<file path="src/rtl/timing_decode_unit_pkg.sv">
// Shared definitions for the timing/decode unit: FSM encoding, instruction
// register field positions and the halt instruction pattern.
package timing_decode_unit_pkg;

    typedef enum logic [1:0] {
        ST_IDLE = 2'b00,
        ST_RUN  = 2'b01,
        ST_HALT = 2'b10
    } state_t;

    localparam int IR_W   = 19;

    localparam int OPC_HI = 18;
    localparam int OPC_LO = 16;
    localparam int SUB_HI = 15;
    localparam int SUB_LO = 12;
    localparam int X_HI   = 11;
    localparam int X_LO   = 10;
    localparam int Y_HI   = 9;
    localparam int Y_LO   = 8;
    localparam int Z_HI   = 7;
    localparam int Z_LO   = 6;

    localparam logic [15:0] HALT_PATTERN = 16'hFFFF;

    localparam logic [2:0] SC_LAST = 3'd6;

endpackage

</file>
<file path="src/rtl/timing_decode_unit_if.sv">
// Control/decode bundle between the control unit (master) and the timing unit (slave).
interface timing_decode_unit_if;
    import timing_decode_unit_pkg::*;

    logic              START;
    logic              HOLD;
    logic              SC_CLR;
    logic [IR_W-1:0]   IR;

    logic              T0;
    logic              T1;
    logic              T2;
    logic              T3;
    logic              T4;
    logic              T5;
    logic              T6;
    logic [7:0]        D1;
    logic [15:0]       D2;
    logic [3:0]        Dv;
    logic [3:0]        Dw;
    logic [3:0]        Dx;
    logic [3:0]        Dy;
    logic [3:0]        Dz;
    logic              RUNNING;
    logic              HALTED;
    logic              SEQ_ERR;
    logic [15:0]       INSTR_CNT;

    modport master (
        output START, HOLD, SC_CLR, IR,
        input  T0, T1, T2, T3, T4, T5, T6,
        input  D1, D2, Dv, Dw, Dx, Dy, Dz,
        input  RUNNING, HALTED, SEQ_ERR, INSTR_CNT
    );

    modport slave (
        input  START, HOLD, SC_CLR, IR,
        output T0, T1, T2, T3, T4, T5, T6,
        output D1, D2, Dv, Dw, Dx, Dy, Dz,
        output RUNNING, HALTED, SEQ_ERR, INSTR_CNT
    );

endinterface

</file>
<file path="src/rtl/timing_decode_unit_onehot_dec.sv">
// Generic N-to-2^N one-hot decoder; output is all zero when disabled.
module onehot_dec #(
    parameter int N = 3
) (
    input  logic                en,
    input  logic [N-1:0]        sel,
    output logic [(1<<N)-1:0]   dout
);

    // Set the selected bit only while enabled.
    always_comb begin
        dout = '0;
        if (en) begin
            dout[sel] = 1'b1;
        end
    end

endmodule

</file>
<file path="src/rtl/timing_decode_unit.sv">
// Instruction timing sequencer (T0..T6) with combinational opcode/operand decode.
//
//   state   | meaning
//   --------+-----------------------------------------------------------
//   IDLE    | waiting for START; all T phases low
//   RUN     | sequencing T0..T6 from SC; counts completed instructions
//   HALT    | halt instruction executed; only reset leaves this state
module timing_decode_unit
    import timing_decode_unit_pkg::*;
(
    input  logic                 clk,
    input  logic                 rst_n,
    timing_decode_unit_if.slave  bus
);

    state_t       state;
    logic [2:0]   sc;
    logic         seq_err;
    logic [15:0]  instr_cnt;

    logic [7:0]   d1;
    logic [15:0]  d2;
    logic [3:0]   dv;
    logic [3:0]   dw;
    logic [3:0]   dx;
    logic [3:0]   dy;
    logic [3:0]   dz;
    logic         reg_op;
    logic         halt_hit;
    logic [6:0]   t_vec;

    // Opcode 7 selects the register-operation format; other opcodes use Dv/Dw.
    assign reg_op = d1[7];

    onehot_dec #(.N(3)) u_dec_d1 (.en(1'b1),    .sel(bus.IR[OPC_HI:OPC_LO]), .dout(d1));
    onehot_dec #(.N(4)) u_dec_d2 (.en(reg_op),  .sel(bus.IR[SUB_HI:SUB_LO]), .dout(d2));
    onehot_dec #(.N(2)) u_dec_dv (.en(!reg_op), .sel(bus.IR[SUB_HI:SUB_HI-1]), .dout(dv));
    onehot_dec #(.N(2)) u_dec_dw (.en(!reg_op), .sel(bus.IR[SUB_LO+1:SUB_LO]), .dout(dw));
    onehot_dec #(.N(2)) u_dec_dx (.en(reg_op),  .sel(bus.IR[X_HI:X_LO]), .dout(dx));
    onehot_dec #(.N(2)) u_dec_dy (.en(reg_op),  .sel(bus.IR[Y_HI:Y_LO]), .dout(dy));
    onehot_dec #(.N(2)) u_dec_dz (.en(reg_op),  .sel(bus.IR[Z_HI:Z_LO]), .dout(dz));

    // The halt instruction is recognised only at T2, and wins over SC_CLR/HOLD.
    assign halt_hit = (state == ST_RUN) && (sc == 3'd2) && d1[0]
                      && (bus.IR[SUB_HI:0] == HALT_PATTERN);

    // Sequencer FSM: state, sequence counter, overrun pulse and instruction count.
    always_ff @(posedge clk or negedge rst_n) begin
        if (!rst_n) begin
            state     <= ST_IDLE;
            sc        <= '0;
            seq_err   <= 1'b0;
            instr_cnt <= '0;
        end else begin
            seq_err <= 1'b0;
            case (state)
                ST_IDLE: begin
                    if (bus.START) begin
                        state <= ST_RUN;
                        sc    <= '0;
                    end
                end
                ST_RUN: begin
                    if (halt_hit) begin
                        state     <= ST_HALT;
                        sc        <= '0;
                        instr_cnt <= instr_cnt + 16'd1;
                    end else if (bus.SC_CLR) begin
                        sc        <= '0;
                        instr_cnt <= instr_cnt + 16'd1;
                    end else if (bus.HOLD) begin
                        sc <= sc;
                    end else if (sc == SC_LAST) begin
                        // Ran past T6 without an end-of-instruction: restart and flag it.
                        sc      <= '0;
                        seq_err <= 1'b1;
                    end else begin
                        sc <= sc + 3'd1;
                    end
                end
                ST_HALT: begin
                    state <= ST_HALT;
                end
                default: begin
                    state <= ST_IDLE;
                    sc    <= '0;
                end
            endcase
        end
    end

    // Timing phases decoded from registered state only.
    always_comb begin
        t_vec = '0;
        for (int n = 0; n < 7; n++) begin
            t_vec[n] = (state == ST_RUN) && (sc == 3'(n));
        end
    end

    assign bus.T0        = t_vec[0];
    assign bus.T1        = t_vec[1];
    assign bus.T2        = t_vec[2];
    assign bus.T3        = t_vec[3];
    assign bus.T4        = t_vec[4];
    assign bus.T5        = t_vec[5];
    assign bus.T6        = t_vec[6];
    assign bus.D1        = d1;
    assign bus.D2        = d2;
    assign bus.Dv        = dv;
    assign bus.Dw        = dw;
    assign bus.Dx        = dx;
    assign bus.Dy        = dy;
    assign bus.Dz        = dz;
    assign bus.RUNNING   = (state == ST_RUN);
    assign bus.HALTED    = (state == ST_HALT);
    assign bus.SEQ_ERR   = seq_err;
    assign bus.INSTR_CNT = instr_cnt;

endmodule
</file>
<file path="src/flat_wrapper.sv">
// flat-port wrapper written by rule: the top's interface ports become plain ports
module timing_decode_unit_flat import timing_decode_unit_pkg::*;
  (clk, rst_n, bus_START, bus_HOLD, bus_SC_CLR, bus_IR, bus_T0, bus_T1, bus_T2, bus_T3, bus_T4, bus_T5, bus_T6, bus_D1, bus_D2, bus_Dv, bus_Dw, bus_Dx, bus_Dy, bus_Dz, bus_RUNNING, bus_HALTED, bus_SEQ_ERR, bus_INSTR_CNT);
  timing_decode_unit_if bus_i ();
  input  logic clk;
  input  logic rst_n;
  input wire logic [$bits(bus_i.START)-1:0] bus_START;
  input wire logic [$bits(bus_i.HOLD)-1:0] bus_HOLD;
  input wire logic [$bits(bus_i.SC_CLR)-1:0] bus_SC_CLR;
  input wire logic [$bits(bus_i.IR)-1:0] bus_IR;
  output wire logic [$bits(bus_i.T0)-1:0] bus_T0;
  output wire logic [$bits(bus_i.T1)-1:0] bus_T1;
  output wire logic [$bits(bus_i.T2)-1:0] bus_T2;
  output wire logic [$bits(bus_i.T3)-1:0] bus_T3;
  output wire logic [$bits(bus_i.T4)-1:0] bus_T4;
  output wire logic [$bits(bus_i.T5)-1:0] bus_T5;
  output wire logic [$bits(bus_i.T6)-1:0] bus_T6;
  output wire logic [$bits(bus_i.D1)-1:0] bus_D1;
  output wire logic [$bits(bus_i.D2)-1:0] bus_D2;
  output wire logic [$bits(bus_i.Dv)-1:0] bus_Dv;
  output wire logic [$bits(bus_i.Dw)-1:0] bus_Dw;
  output wire logic [$bits(bus_i.Dx)-1:0] bus_Dx;
  output wire logic [$bits(bus_i.Dy)-1:0] bus_Dy;
  output wire logic [$bits(bus_i.Dz)-1:0] bus_Dz;
  output wire logic [$bits(bus_i.RUNNING)-1:0] bus_RUNNING;
  output wire logic [$bits(bus_i.HALTED)-1:0] bus_HALTED;
  output wire logic [$bits(bus_i.SEQ_ERR)-1:0] bus_SEQ_ERR;
  output wire logic [$bits(bus_i.INSTR_CNT)-1:0] bus_INSTR_CNT;
  assign bus_i.START = bus_START;
  assign bus_i.HOLD = bus_HOLD;
  assign bus_i.SC_CLR = bus_SC_CLR;
  assign bus_i.IR = bus_IR;
  assign bus_T0 = bus_i.T0;
  assign bus_T1 = bus_i.T1;
  assign bus_T2 = bus_i.T2;
  assign bus_T3 = bus_i.T3;
  assign bus_T4 = bus_i.T4;
  assign bus_T5 = bus_i.T5;
  assign bus_T6 = bus_i.T6;
  assign bus_D1 = bus_i.D1;
  assign bus_D2 = bus_i.D2;
  assign bus_Dv = bus_i.Dv;
  assign bus_Dw = bus_i.Dw;
  assign bus_Dx = bus_i.Dx;
  assign bus_Dy = bus_i.Dy;
  assign bus_Dz = bus_i.Dz;
  assign bus_RUNNING = bus_i.RUNNING;
  assign bus_HALTED = bus_i.HALTED;
  assign bus_SEQ_ERR = bus_i.SEQ_ERR;
  assign bus_INSTR_CNT = bus_i.INSTR_CNT;
  timing_decode_unit u_core (.clk(clk), .rst_n(rst_n), .bus(bus_i));
endmodule
</file>
<file path="config.mk">
export PLATFORM = sky130hd
export DESIGN_NAME = timing_decode_unit_flat
export DESIGN_NICKNAME = d
export VERILOG_FILES = /design/src/rtl/timing_decode_unit_pkg.sv /design/src/rtl/timing_decode_unit_if.sv /design/src/rtl/timing_decode_unit_onehot_dec.sv /design/src/rtl/timing_decode_unit.sv /design/src/flat_wrapper.sv
export SDC_FILE = /design/constraint.sdc
export NUM_CORES = 1
export LEC_CHECK = 0
export CORE_AREA = 5 5 101 56
export DETAILED_ROUTE_END_ITERATION = 10
export DIE_AREA = 0 0 106 61
export PLACE_DENSITY = 0.75
export SYNTH_ARGS = -nofsm -noshare
export SYNTH_HDL_FRONTEND = slang
export SYNTH_SLANG_ARGS = --single-unit
</file>
<file path="constraint.sdc">
create_clock -name clk -period 2 [get_ports clk]
set_input_delay 0.3 -clock clk [delete_from_list [all_inputs] [get_ports clk]]
set_output_delay 0.3 -clock clk [all_outputs]
set_load 0.01 [all_outputs]
</file>
==> reports/metrics.cfg, run 1 <==
[outcome]
status=finished clean

[layout]
largest_register_ffs=16
dominant_cells=non-clock buffers
clock_buffers=4
seq_share=0.201
flop-count=22
layout_top_cell=clkdlybuf4s50_1

[clock_tree]
root_buffer=clkbuf_8
cts_setup_buffers=0
cts.path.max_buffers=2

[placement]
place.port_buffers=93
place.gp.congestion=0.950
place_area_sq_um=2720
hpwl_microns=4450

[grt]
gr-max-usage-layer=met2
grtUsageTotal=0.157

[synthesis]
netlist.area_leader.share=0.361
synth_top_cell_by_count=nor2_1
ys_ff=22
mux_area_frac=0.0287
async_flop_share=1.00
syn_inst=173

[setup_path]
crit_buf_inv=3
cp_max_fo=7
worstPathRequired_ns=1.70
arrival_ns=1.69

[final_timing]
layout_min_cycle_time_ns=1.99
fmax_mhz=501
hold_viol_final=0
fin_skew_ns=0.00309

[pwr]
peakVddDrop_mv=0.365
intPower_mw=1.17
switching_share=0.334
p_per_area_nw_per_um2=641

## run 1: final timing paths
path | from | to | slack, ns | depth (start not counted)
worst max-delay path | bus_IR[17] | bus_D1[6] | 0.006 | 4
max in group asynchronous | rst_n | u_core.bus.INSTR_CNT[13]$_DFFE_PN0P_ | 1.39 | 2
worst max register to register | u_core.state[1]$_DFFE_PN0P_ | u_core.sc[1]$_DFFE_PN0P_ | 0.07 | 9
worst min register to register | u_core.bus.INSTR_CNT[15]$_DFFE_PN0P_ | u_core.bus.INSTR_CNT[15]$_DFFE_PN0P_ | 0.48 | 1
worst min-delay path | rst_n | u_core.bus.INSTR_CNT[15]$_DFFE_PN0P_ | 0.40 | 2
min in group clk | u_core.bus.INSTR_CNT[15]$_DFFE_PN0P_ | u_core.bus.INSTR_CNT[15]$_DFFE_PN0P_ | 0.48 | 1
### Sequential cells grouped by signal name, run 1

Other sequential cells in the stronger grey, the rest of the logic in the fainter grey.
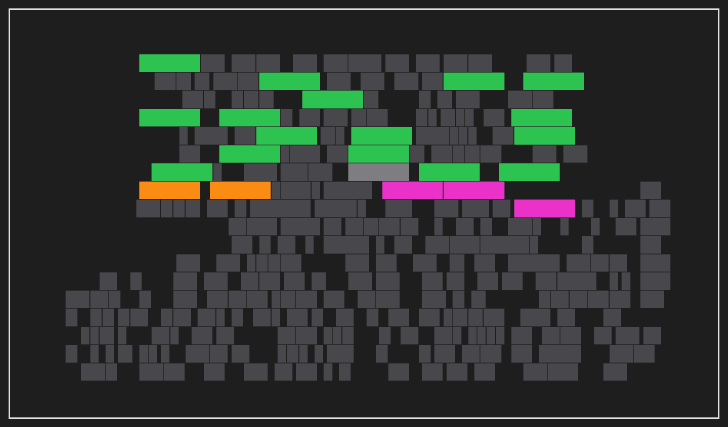
netlist name	colour	sequential cells
`u_core.bus.INSTR_CNT`	green	16
`u_core.state`	orange	2
`u_core.sc`	magenta	3
not coloured	1

### Congestion heat map, run 1

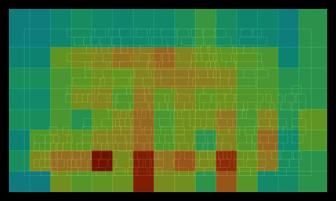
M1 GR Usage: 0.223
fin util: 0.585

### Clock distribution, run 1

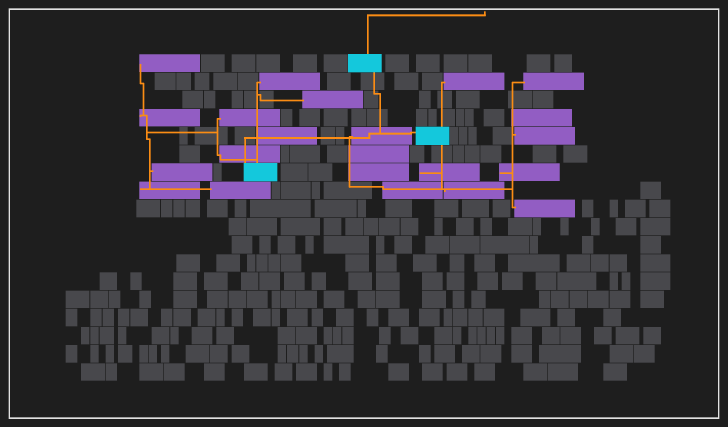
[clock wires] orange | length: 224 microns
[flip-flops] purple | count: 22
[clock drivers] cyan | count: 3
routed clock nets	4

==> run 2, diff against run 1 <==
CAP_MARGIN = 20   (was not set)
==> run 2 against run 1 <==
Net effect:
- synthesized cell count stayed put
- register-to-register slack about the same
- final area unchanged
- sequential power is essentially flat
- setup slack unchanged
- largest cell class unchanged
- largest power group unchanged
==> reports/metrics.cfg, run 2 <==
[outcome]
status=finished clean

[clock_tree]
cts.path.max_buffers=2  ; unchanged
root_buffer=clkbuf_8
h-tree-depth=1

[synthesis]
ys_chip_area_sq_um=1530
common_cells=nor2_1 (26), dfrtp_1 (22), nand2_1 (16)
synth_top_cell_by_count=nor2_1
mux_area_frac=0.0287  ; unchanged
syn_inst=173  ; unchanged
netlist.area_leader.share=0.361  ; unchanged
async_flop_share=1.00  ; unchanged
synth-edff-count=0
ys_ff=22  ; unchanged

[placement]
hpwl_microns=4450  ; unchanged
place.port_buffers=93  ; unchanged
place_area_sq_um=2720  ; unchanged
place_ws_ns=-0.391
place.gp.congestion=0.950  ; unchanged

[setup_path]
critPathCapture=bus_D1[6]
r2r_start=u_core.state[1]$_DFFE_PN0P_
cp_max_fo=7  ; unchanged
r2r_end=u_core.sc[1]$_DFFE_PN0P_
arrival_ns=1.69  ; about the same
reg2reg_depth=9  ; unchanged
critPathLaunch=bus_IR[17]
ff2ff_setup_slack_ns=0.07  ; about the same
worstPathRequired_ns=1.70  ; about the same

[routing]
wl_met1_microns=2540
wirelength_microns=5230

[final_timing]
fin_skew_ns=0.00309  ; unchanged
fmax_mhz=501  ; unchanged
layout_min_cycle_time_ns=1.99  ; unchanged
hold_viol_final=0  ; unchanged

[pwr]
switching_share=0.334  ; unchanged
p_leak_nw=1.37
intPower_mw=1.17  ; unchanged
power_frac_comb=0.482
p_per_area_nw_per_um2=641  ; unchanged

[layout]
layout_top_cell=clkdlybuf4s50_1
finalNonFillerCells=353
largest_register_ffs=16  ; unchanged
final_util=0.585  ; unchanged

## run 2: cell counts in the layout (fill, tap and decap cells not counted)
No cell type changed its count.
## run 2: worst max-delay path: stages
cell and delay (ns):
clkdlybuf4s50_1 0.53, buf_4 0.17, and3b_1 0.16, clkdlybuf4s50_1 0.53
## run 2: area by class of cell
cell class	count	area [sq um]	area share
clock buffer	4	55.1	0.0201
inverter	7	27.5	0.0101
multi-input combinational	139	961	0.351
sequential	22	551	0.201
tap	60	75.1	0.0274
timing repair buffer	121	1070	0.391
## run 2: what timing repair did
| action | CTS | global route |
|---|---|---|
| hold buffers | 0 | 0 |
| setup buffers | 0 | 3 |
| setup endpoints to repair | 47 | 34 |
| cloned | 0 | 0 |
| pin swaps | 1 | 4 |
| gates resized | 55 | 35 |
### Congestion heat map, run 2

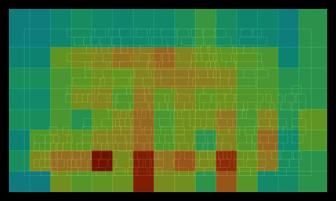
met2 usage: 0.264
drt wl/cell: 14.8 microns
GR peak layer: met2
grt met3 use: 0.0244
Global Route Usage Sum: 0.157

### Port wiring, run 2

The bar under the picture is 20 microns long.
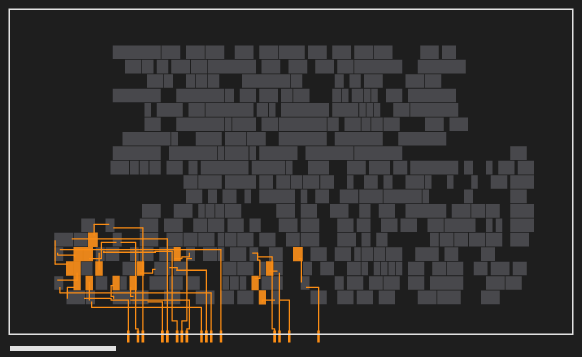
port	colour	bits	direction	edge	end cells	buffers	wire
`bus_D2`	orange	16	output	south	16	16	408 microns

### Metal 1, run 2

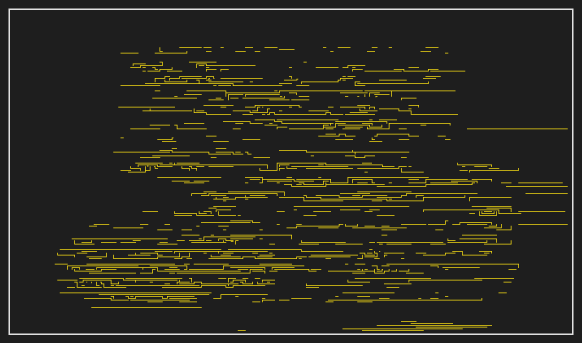
nets with wire on the layer	293
longest straight run	30.4 microns
main direction	horizontal
wire length on this layer	2540 microns
share of all routed wire	49%

==> run 3, diff against run 2 <==
CORE_AREA = 2 2 98 53   (was 5 5 101 56)
DIE_AREA = 0 0 100 55   (was 0 0 106 61)
### Congestion heat map, run 3

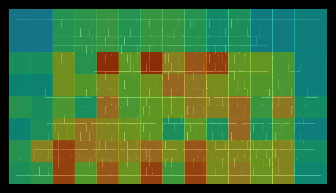
fin util: 0.584
M1 GR Usage: 0.259

### Clock distribution, run 3

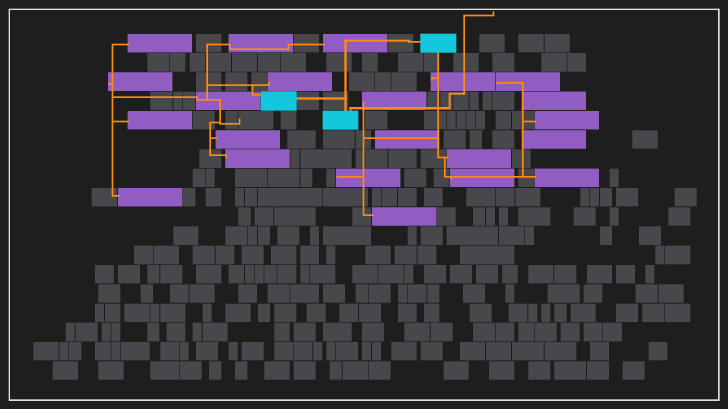
[clock wires] orange | length: 263 microns
[clock drivers] cyan | count: 3
[flip-flops] purple | count: 22
routed clock nets	4

==> run 3 against run 2 <==
Net effect:
- combinational power fell by 3.7%
- setup slack better by 0.089 ns
- critical path depth grew 5
- largest power group unchanged
- highest routed layer unchanged
==> reports/metrics.cfg, run 3 <==
[final_timing]
hold_viol_final=0  ; unchanged
fin_skew_ns=0.00470  ; +0.00161 ns

[clock_tree]
h-tree-depth=1  ; unchanged
cts_setup_buffers=0  ; unchanged
root_buffer=clkbuf_8
cts_hold_buf=0  ; unchanged
cts.path.max_buffers=2  ; unchanged

[layout]
clock_buffers=4  ; unchanged
logic_area_sq_um=955  ; -0.65%
dominant_cells=non-clock buffers
buf_share=0.393  ; +0.00246
comb_share=0.349  ; -0.00212
flop-count=22  ; unchanged
seq_share=0.201  ; about the same

[setup_path]
cp_slowest_stage_delay_ns=0.39  ; -0.14 ns
ff2ff_setup_slack_ns=0.09  ; +0.02 ns
r2r_start=u_core.state[1]$_DFFE_PN0P_
worstPathRequired_ns=2.15  ; +0.45 ns
cpMostUsedCell=inv_2

[synthesis]
mux_area_frac=0.0287  ; unchanged
common_cells=nor2_1 (26), dfrtp_1 (22), nand2_1 (16)
ys_chip_area_sq_um=1530  ; unchanged

[grt]
grtUsageTotal=0.176  ; +0.0190
gr-usage-met2=0.287  ; +0.0236

[placement]
hpwl_microns=4170  ; -6.3%

[pwr]
switching_share=0.340  ; +0.00552

[outcome]
status=finished clean

[routing]
wl_per_cell_microns=14.4  ; -2.9%

### Sequential cells grouped by signal name, run 3

Other sequential cells in the stronger grey, the rest of the logic in the fainter grey.
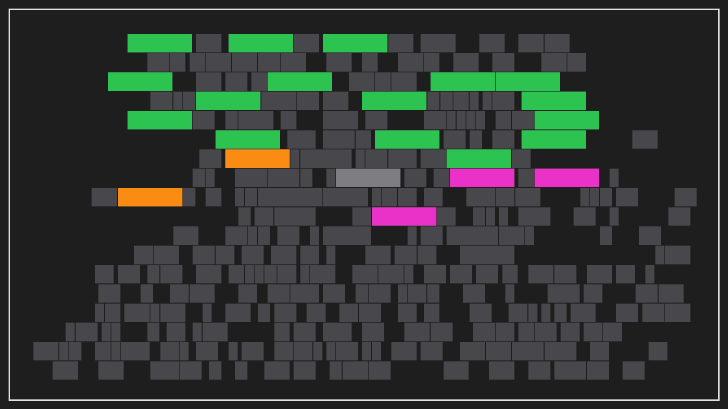
netlist name	colour	sequential cells
`u_core.sc`	magenta	3
`u_core.bus.INSTR_CNT`	green	16
`u_core.state`	orange	2
not coloured	1

==> run 3: worst max-delay path: cells and delay by family, from the launching register on <==
kind            cells  cell delay (ns)
flops               1             0.39
compound gates      2             0.39
fa+ha+maj           1             0.14
mux                 1             0.33
simple gates        3             0.36
buf+inv             2             0.17
==> run 3: worst max-delay path by stage <==
stage	slack (ns)	from	endpoint
floorplan	0.02	u_core.state[1]$_DFFE_PN0P_	u_core.sc[0]$_DFFE_PN0P_
global placement	-0.34	bus_IR[17]	bus_D2[0]
detailed placement	-0.38	bus_IR[18]	bus_D2[0]
CTS	-0.01	bus_IR[17]	bus_D2[2]
global route	0.02	u_core.state[1]$_DFFE_PN0P_	u_core.sc[0]$_DFFE_PN0P_
finish	0.09	u_core.state[1]$_DFFE_PN0P_	u_core.sc[0]$_DFFE_PN0P_
Power and IR drop assume default switching activity.
